==> config.mk <==
export PLATFORM = sky130hd
export DESIGN_NAME = pipe_hazard_ctrl
export DESIGN_NICKNAME = d
export VERILOG_FILES = /design/src/rtl/pipe_pkg.sv /design/src/rtl/md_busy_cnt.sv /design/src/rtl/pipe_hazard_ctrl.sv
export SDC_FILE = /design/constraint.sdc
export NUM_CORES = 1
export LEC_CHECK = 0
export ABC_AREA = 0
export CAP_MARGIN = 25
export CORE_AREA = 2 2 39 41
export DETAILED_ROUTE_END_ITERATION = 7
export DIE_AREA = 0 0 41 43
export GPL_TIMING_DRIVEN = 0
export SLEW_MARGIN = 20
export SYNTH_ARGS = -nofsm -noshare
export SYNTH_HDL_FRONTEND = slang
export SYNTH_SLANG_ARGS = --single-unit
export TNS_END_PERCENT = 20
==> constraint.sdc <==
create_clock -name clk -period 2 [get_ports clk]
set_clock_uncertainty 0.2 [all_clocks]
set_input_delay 0.4 -clock clk [delete_from_list [all_inputs] [get_ports clk]]
set_output_delay 0.4 -clock clk [all_outputs]
set_load 0.02 [all_outputs]
### Wire density map

Scale: 6 px per µm. The die is cut into 8 by 9 equal tiles; dark purple is low, yellow is high, scaled to the fullest tile. Values are wire area over tile area, all layers added.
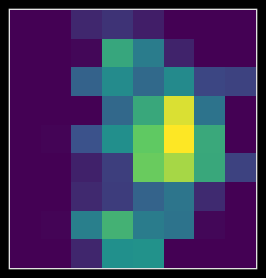
fullest tile = 0.30
nearly empty tiles = 46%
densest ninth of the die = middle
tiles over half the peak = 15%
emptiest ninth of the die = left middle
mean over tiles = 0.065
GRT Util Overall: 10.0%
vias: 343
WL final: 751 µm
WL per Instance: 9.75 µm

### Selected gate families

Scale: 8 px per µm.
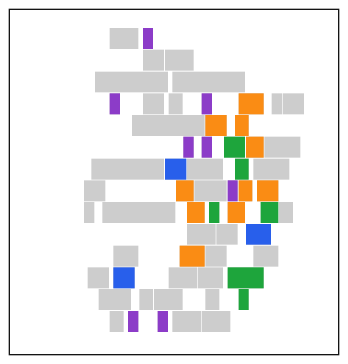
non-inverting ao/oa cells -> blue  # cells 3, most used a21o_1
nor cells -> green  # cells 6, most used nor2_1
inv cells -> purple  # cells 8, most used inv_1
aoi and oai cells -> orange  # cells 10
Final Non-Filler Cells: 77
multi-input gate share of total cell area: 35.9%
most instantiated logic cell after routing: inv_1

### Metal layers overlaid

Scale: 8 px per µm. Only two layers are drawn.
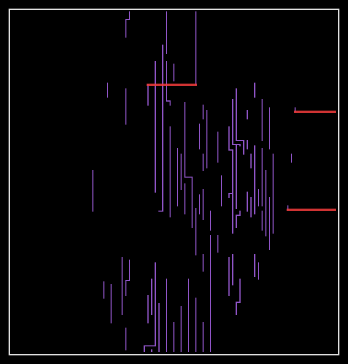
metal 2 -> purple  # wire length 386 µm
metal 3 -> red  # wire length 16.8 µm

### Drive-strength map

Scale: 8 px per µm.
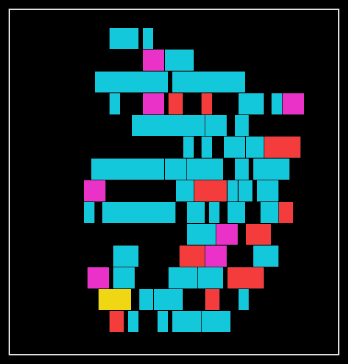
_3 and _4 cells -> magenta  # cells 7, share 11%
_0 and _1 cells -> cyan  # cells 43, share 70%
_2 cells -> red  # cells 10, share 16%
_6 and larger -> yellow  # cells 1, share 1.6%
design area: 547 µm²
Non-clk bufs: 18
setup slack after layout: 0.0622 ns

==> reports/metrics.cfg <==
[power]
p_sw_share_pct = 40.3
peakVddDrop_uv = 451
power_frac_seq_pct = 27.9
power_frac_comb_pct = 55.8

[synthesis]
avgSynthCellArea_um2 = 8.64
ys.flop_type = dfrtp_1
yosys_warnings = 0
top_cell_area_share_pct = 34.5
yosys.area.top_type = dfrtp_1
synth_sequential_area_ratio_pct = 34.5
logic_family = AND-OR/OR-AND gates

[clock_network]
hold_buffers = 0
ctsHtreeMaxLevel = 1

[routing]
routed.top_layer = met3

[die]
pin_count = 15
core_area_um2 = 1380

[cells_and_area]
synthToLayoutAreaGrowth_pct = 50.7
seq_cells = 5
comb_area_um2 = 196
final_util_pct = 39.5

[worst_setup_path]
worst_ep_arrival_time_ns = 1.34
crit_fanout = 2
r2r_cells = 5
cpMaxStageDelayCell = clkdlybuf4s50_1
startpoint_type = input port

[grt]
grt_max_degree = 11
grtUsageMet2_pct = 13.1
top_usage_layer = met2
grtUsageMet1_pct = 12.8

[status]
outcome = completed

[run]
cap_violations = 0

[placement]
routabilityCongestion = 0.706

[timing]
timing.fmax_mhz = 516

